Design sfifo_param, sky130hd; sources not shown.
### Cell outlines without signal wires, run 1

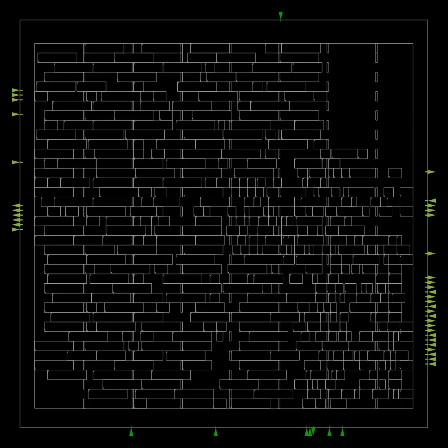
fraction of area in registers: 60.8%
Site Rows: 38

### Pin map, run 1

Drawn at 4 px/um. Pins as bars across the die edge, other pins in grey.
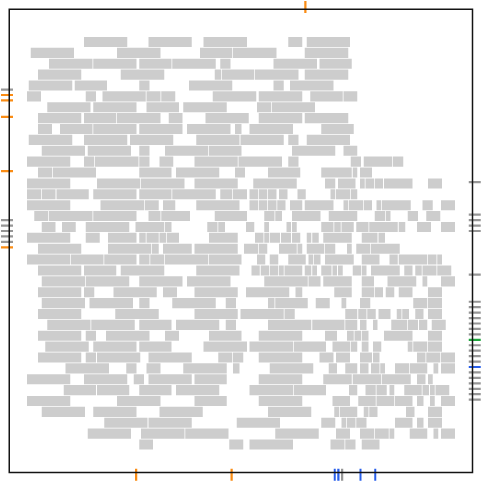
legend:
  `ae_thresh`:
    colour: blue
    pins: 5
    direction: input
    edge: 4 bottom, 1 right
  `full`:
    colour: green
    pins: 1
    direction: output
    edge: right
  `data_in`:
    colour: orange
    pins: 8
    direction: input
    edge: 5 left, 2 bottom, 1 top
all pins by edge: 25 right, 11 left, 7 bottom, 1 top
PortBufs: 43
Die Ht: 115 um
DIE WIDTH: 115 um

### Cell sizes after repair, run 1

Drawn at 4 px/um.
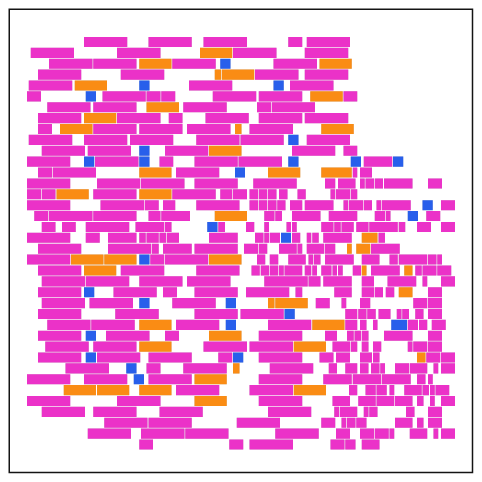
legend:
  _3 and _4 cells:
    colour: blue
    cells: 28
    share: 6.5%
  _0 and _1 cells:
    colour: magenta
    cells: 361
    share: 83%
  _2 cells:
    colour: orange
    cells: 44
    share: 10%
area grow syn2layout: 12.0%
final worst-path setup slack: 0.851 ns
post-route cell area: 7110 sq um
Non-clk bufs: 47

==> Slide: Implementation Results, run 1 <==
Key Metrics from the Run

Outcome
  – Outcome: completed

Finish
  – Number of diodes: 0
  – FILL cells: between 700 and 800
  – Non-Filler Instances: 573
  – Logic area: 1890 sq um

Setup path
  – CP max stage delay: 0.56 ns
  – Slowest CP cell: clkdlybuf4s50_1
  – CP Depth: 9
  – Worst Path Buf+Inv: 3
  – CP Launch Type: primary input
  – CP max FO: 2
  – Crit path max-delay family: buffers and inverters
  – Most common cell on crit path: o21a_1

Final timing
  – Skew final: around 0.016 ns
  – Fmax: 0.247 GHz
  – Period utilisation layout: just over 80%
  – Final Max Tran Viols: 0
  – Setup violators final: 0
  – Max-slew headroom: 55.2%
  – Unrepaired setup endpoints after global routing: false
  – Final hold violations: 0

Placement
  – Post-DP HPWL: about 7500 um
  – Worst slack at placement: 0.844 ns
  – DP Cell Count: 545
  – Routability Congestion: approximately 0.83

Synthesis
  – Cell area leaders: edfxtp_1 61%, mux4_2 11%, dfxtp_1 7.6%, ha_1 3.5%, mux2i_1 2.7%
  – Average size of a mapped cell: 16.9 sq um
  – Top-area cell share: 60.5%
  – Yosys cell count: between 300 and 400
  – Synth async-reset ratio: 0%
  – Chip area line of the yosys report: 6350 sq um
  – Top-count cell post-synth: edfxtp_1
  – Top cells by count, synth: 128 x edfxtp_1, 32 x mux4_2, 24 x dfxtp_1, 23 x and2_1, 18 x ha_1
  – Yosys adder share: between 3 and 4%
  – Syn nets: between 400 and 500
  – Mux area share: 14.0%

Global routing
  – Global-route wire length before repair: 18400 um
  – Gr ovfl total: 0
  – Total track usage: 19.1%
  – Vias in the first global route: 3448
  – Initial antenna violation count: 0

Route
  – Drt first pass iters: 4
  – Routed length per instance: 20.3 um
  – Drt drc: 0
  – Detailed Route WL: 11700 um
  – Via/cell ratio: 5.85
  – Via count: 3351

Floorplanning
  – Die ar.: 13300 sq um
  – Initial Utilization: 57.3%
  – Io pins: 44

Pwr
  – Sw Pwr: 838 uW
  – Pwr Total: 2.92 mW
  – Clock power frac: between 20% and 30%
  – Sw frac: about 29%
  – Seq pwr share: 52.6%
  – Leak pwr: about 2.3 nW
  – Peak supply drop: 0.283 mV

CTS
  – Post-CTS Setup Inserts: 0
  – Maximum clock insertion buffer count: 2
  – Skew-Pair Late Insertion Delay: 0.52 ns
  – Hold buffers post-CTS: 0
  – CTS tree: yes
  – CTS H-tree lvls: 4
  – Clock Root Buffer: clkbuf_4

Run
  – Count of tool warnings: 30
  – Maxcap violations: 0
==> run 1: placed cells by master, fill, tap and decap left out, types with 4 or more instances in the layout <==
cell / instances
buf_4: 4
nand3_1: 12
xor2_1: 4
nand2_1: 15
dfxtp_1: 23
and2_1: 23
o21a_1: 4
clkdlybuf4s50_1: 43
clkbuf_4: 22
ha_1: 18
clkinv_2: 4
mux4_2: 32
a21oi_1: 7
a21boi_1: 5
mux2i_1: 17
nor2b_1: 6
inv_1: 15
o221ai_1: 8
edfxtp_1: 128
==> run 1: per-stage QoR <==
step,hold slack (ns),cell area [sq um]
2_1_floorplan,0.480,6350
3_3_place_gp,0.495,6910
3_5_place_dp,0.495,6910
4_1_cts,0.525,7110
5_1_grt,0.558,7110
6_report,0.526,7110
==> run 1: per-layer routing <==
layer | global-route usage [%] | vias to the layer above | part of all wire (%)
met5 | 0 | - | 0
met4 | 5.40 | 0 | 1.2
met3 | 5.64 | 14 | 6.0
met2 | 31.5 | 99 | 50
met1 | 25.1 | 1674 | 43
li1 | - | 1564 | -
==> run 1: power by group through the flow <==
stage	combinational (mW)	clock, mW	sequential [mW]
2_1_floorplan	0.497	0	1.56
3_3_place_gp	0.771	0	1.56
3_5_place_dp	0.791	0	1.56
4_1_cts	0.795	0.618	1.53
5_1_grt	0.858	0.680	1.55
6_report	0.781	0.600	1.54
==> run 1: layout make-up <==
| cell class | count | area share [%] |
|---|---|---|
| Tap cell | 140 | 2.46 |
| Inverter | 17 | 0.897 |
| Timing Repair Buffer | 47 | 6.48 |
| Multi-Input combinational cell | 189 | 26.6 |
| Clock buffer | 22 | 2.32 |
| Clock inverter | 6 | 0.440 |
| Sequential cell | 152 | 60.8 |
## Run 2: what changed since run 1
--- a/config.mk
+++ b/config.mk
@@ -10,7 +10,7 @@
 export CORE_UTILIZATION = 55
 export CTS_BUF_LIST = sky130_fd_sc_hd__clkbuf_4
 export DETAILED_ROUTE_END_ITERATION = 8
-export PLACE_DENSITY = 0.78
+export PLACE_DENSITY = 0.81
 export SETUP_SLACK_MARGIN = 0.4
 export SYNTH_ARGS = -nofsm -noshare
 export SYNTH_HDL_FRONTEND = slang
==> constraint.sdc (replaced) <==
create_clock -name clock -period 3.3 [get_ports clock]
set_input_delay 0.66 -clock clock [delete_from_list [all_inputs] [get_ports clock]]
set_output_delay 0.66 -clock clock [all_outputs]
set_load 0.01 [all_outputs]
### Cell sizes after repair, run 2

Drawn at 4 px/um.
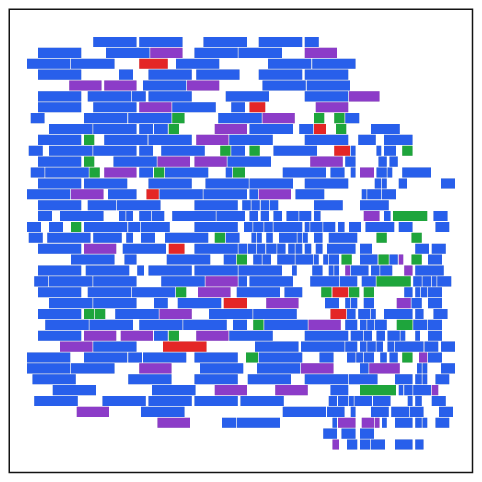
legend:
  _3 and _4 cells:
    colour: green
    cells: 35
    share: 7.9%
  _0 and _1 cells:
    colour: blue
    cells: 351
    share: 79%
  _2 cells:
    colour: purple
    cells: 46
    share: 10%
  _6 and larger:
    colour: red
    cells: 10
    share: 2.3%
post-route cell area: 7280 sq um
final worst-path setup slack: 0.495 ns
area grow syn2layout: 14.7%

### Pin map, run 2

Drawn at 4 px/um. Pins as bars across the die edge, other pins in grey.
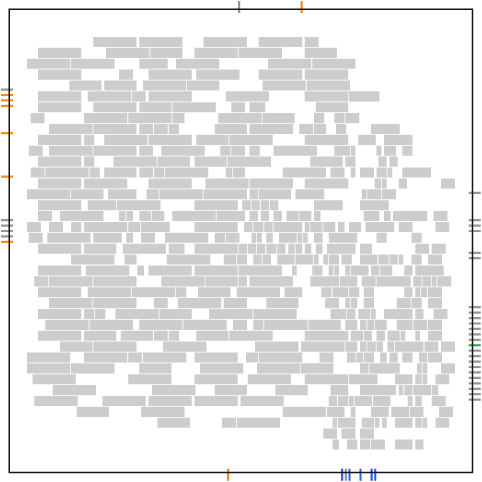

==> Slide: Implementation Results, run 2 <==
Key Metrics from the Run

Synthesis
  – Cell area leaders: edfxtp_1 61%, mux4_2 11%, dfxtp_1 7.6%, ha_1 3.5%, mux2i_1 2.7%
  – Syn nets: 416 (unchanged)
  – Yosys cell count: 375 (unchanged)
  – Synth async-reset ratio: 0% (unchanged)
  – Main logic family: multiplexers
  – Average size of a mapped cell: 16.9 sq um (unchanged)
  – Top-count cell post-synth: edfxtp_1
  – Chip area line of the yosys report: 6350 sq um (unchanged)
  – Netlist Area Pre-Place: around 6300 sq um
  – Top cells by count, synth: 128 x edfxtp_1, 32 x mux4_2, 24 x dfxtp_1, 23 x and2_1, 18 x ha_1
  – Mux area share: 14.0% (unchanged)
  – Yosys adder share: 3.55% (unchanged)
  – Top-area cell share: 60.5% (unchanged)

Route
  – Via/cell ratio: 5.96 (+1.8%)
  – Via count: 3466 (+3.4%)
  – Drt first pass iters: 5 (+1)
  – Post-DRT Antenna Nets: 0
  – Routed length per instance: 20.9 um (+2.8%)
  – Detailed Route WL: 12200 um (+4.4%)
  – Drt drc: 0 (unchanged)

Final timing
  – Unrepaired setup endpoints after global routing: true
  – Period utilisation layout: 85.0%
  – Max-slew headroom: 53.7% (-1.6 points)
  – Fmax: 0.357 GHz
  – Min Hold Slack: 0.525 ns (-0.00116 ns)
  – Final hold violations: 0 (unchanged)
  – Final Max Tran Viols: 0 (unchanged)
  – Skew final: 0.0171 ns (+0.00153 ns)
  – Minimum clock period: 2.80 ns
  – Setup violators final: 0 (unchanged)

Pwr
  – Pwr Density: 639 nW/um^2
  – Seq pwr share: 49.9% (-2.7 points)
  – Top pwr grp: registers
  – Comb power: 1.20 mW (+54%)
  – Seq. pwr: 2.32 mW (+51%)
  – Sw frac: 30.6% (+1.9 points)
  – Clock power frac: 24.4% (+3.8 points)
  – Peak supply drop: 0.412 mV (+46%)
  – Leak pwr: 2.42 nW (+3.3%)
  – P_clk: 1.13 mW (+88%)
  – Sw Pwr: 1.43 mW (+70%)
  – Int Pwr: 3.23 mW

Worst hold path
  – Worst hold path type: flip-flop to flip-flop

Global routing
  – Initial antenna violation count: 0 (unchanged)
  – Gr ovfl total: 0 (unchanged)
  – Total track usage: 19.6% (+0.52 points)
  – Vias in the first global route: 3561 (+3.3%)
  – Global-route wire length before repair: 19200 um (+4.5%)

Floorplanning
  – Die Ht: 115 um (unchanged)
  – Core footprint: between 10000 and 15000 sq um
  – Io pins: 44 (unchanged)
  – Die ar.: 13300 sq um (unchanged)
  – Initial Utilization: 57.3% (unchanged)
  – DIE WIDTH: 115 um (unchanged)
  – Site Rows: 38 (unchanged)

Finish
  – Logic area: 1910 sq um (+1.1%)
  – Dominant logic cell types in the final layout: 128 x edfxtp_1, 40 x clkdlybuf4s50_1, 32 x mux4_2
  – FILL cells: 744 (-5.6%)
  – Commonest Layout Cell: edfxtp_1
  – Number of diodes: 0 (unchanged)

CTS
  – Hold buffers post-CTS: 0 (unchanged)
  – CTS tree: yes
  – Clock Root Buffer: clkbuf_4
  – Maximum clock insertion buffer count: 2 (unchanged)
  – Total CTS buffers: 17
  – CTS H-tree lvls: 4 (unchanged)
  – Skew-Pair Late Insertion Delay: 0.53 ns (about the same)

Placement
  – Placed Area: 6950 sq um (+0.51%)
  – Post-DP HPWL: 7880 um (+5.6%)
  – Routability Congestion: 0.839 (+0.77%)
  – PortBufs: 43 (unchanged)

Setup path
  – CP Launch Type: primary input
  – CP max FO: 2 (unchanged)

Run
  – Count of tool warnings: 32 (+6.7%)
  – Maxcap violations: 0 (unchanged)

Outcome
  – Outcome: completed
run 2: cell types whose count changed in the layout (fill, tap and decap cells not counted), sizes merged:
cell           delta
clkdlybuf4s50     -3
buf               +7
dlymetal6s2s      +1
clkinvlp          +1
clkbuf            -4
clkinv            -1
inv               +7
bufinv            +1
run 2: layout make-up:
cell class                      instances  area share (%)
Clock inverter                         14            2.22
Inverter                               17           0.876
Clock buffer                           17            1.75
Sequential cell                       152            59.5
Multi-Input combinational cell        189            26.2
Tap cell                              140            2.41
Timing Repair Buffer                   53            7.01
run 2: repair_timing:
| item | 4_1_cts | 5_1_grt |
|---|---|---|
| buffers inserted | 0 | 3 |
| endpoints found under the setup margin | 2 | 3 |
| pin swaps | 0 | 2 |
| gates resized | 8 | 9 |
run 2: worst max-delay path: stages:
cell and delay (ns):
clkdlybuf4s50_1 0.45, inv_1 0.04, ha_1 0.30, o21a_1 0.11
o21a_1 0.17, o21a_1 0.19, o22ai_2 0.08, buf_2 0.15
run 2: routing by layer:
| layer | track usage [%] | share of wire (%) | vias up |
|---|---|---|---|
| met4 | 6.65 | 1.4 | 0 |
| met5 | 0 | 0 | - |
| met2 | 32.7 | 51 | 128 |
| li1 | - | - | 1582 |
| met3 | 4.70 | 8.4 | 17 |
| met1 | 25.7 | 40 | 1739 |
run 2: through the flow:
step / instances / power, mW / setup TNS (ns) / setup slack [ns]
2_1_floorplan: 375 / 3.06 / 0 / 0.436
3_3_place_gp: 548 / 3.49 / -0.0660 / -0.0660
3_5_place_dp: 548 / 3.53 / -0.119 / -0.119
4_1_cts: 579 / 4.65 / 0 / 0.289
5_1_grt: 582 / 4.90 / 0 / 0.393
6_report: 582 / 4.65 / 0 / 0.495
Power is estimated from default activity; no workload was simulated.
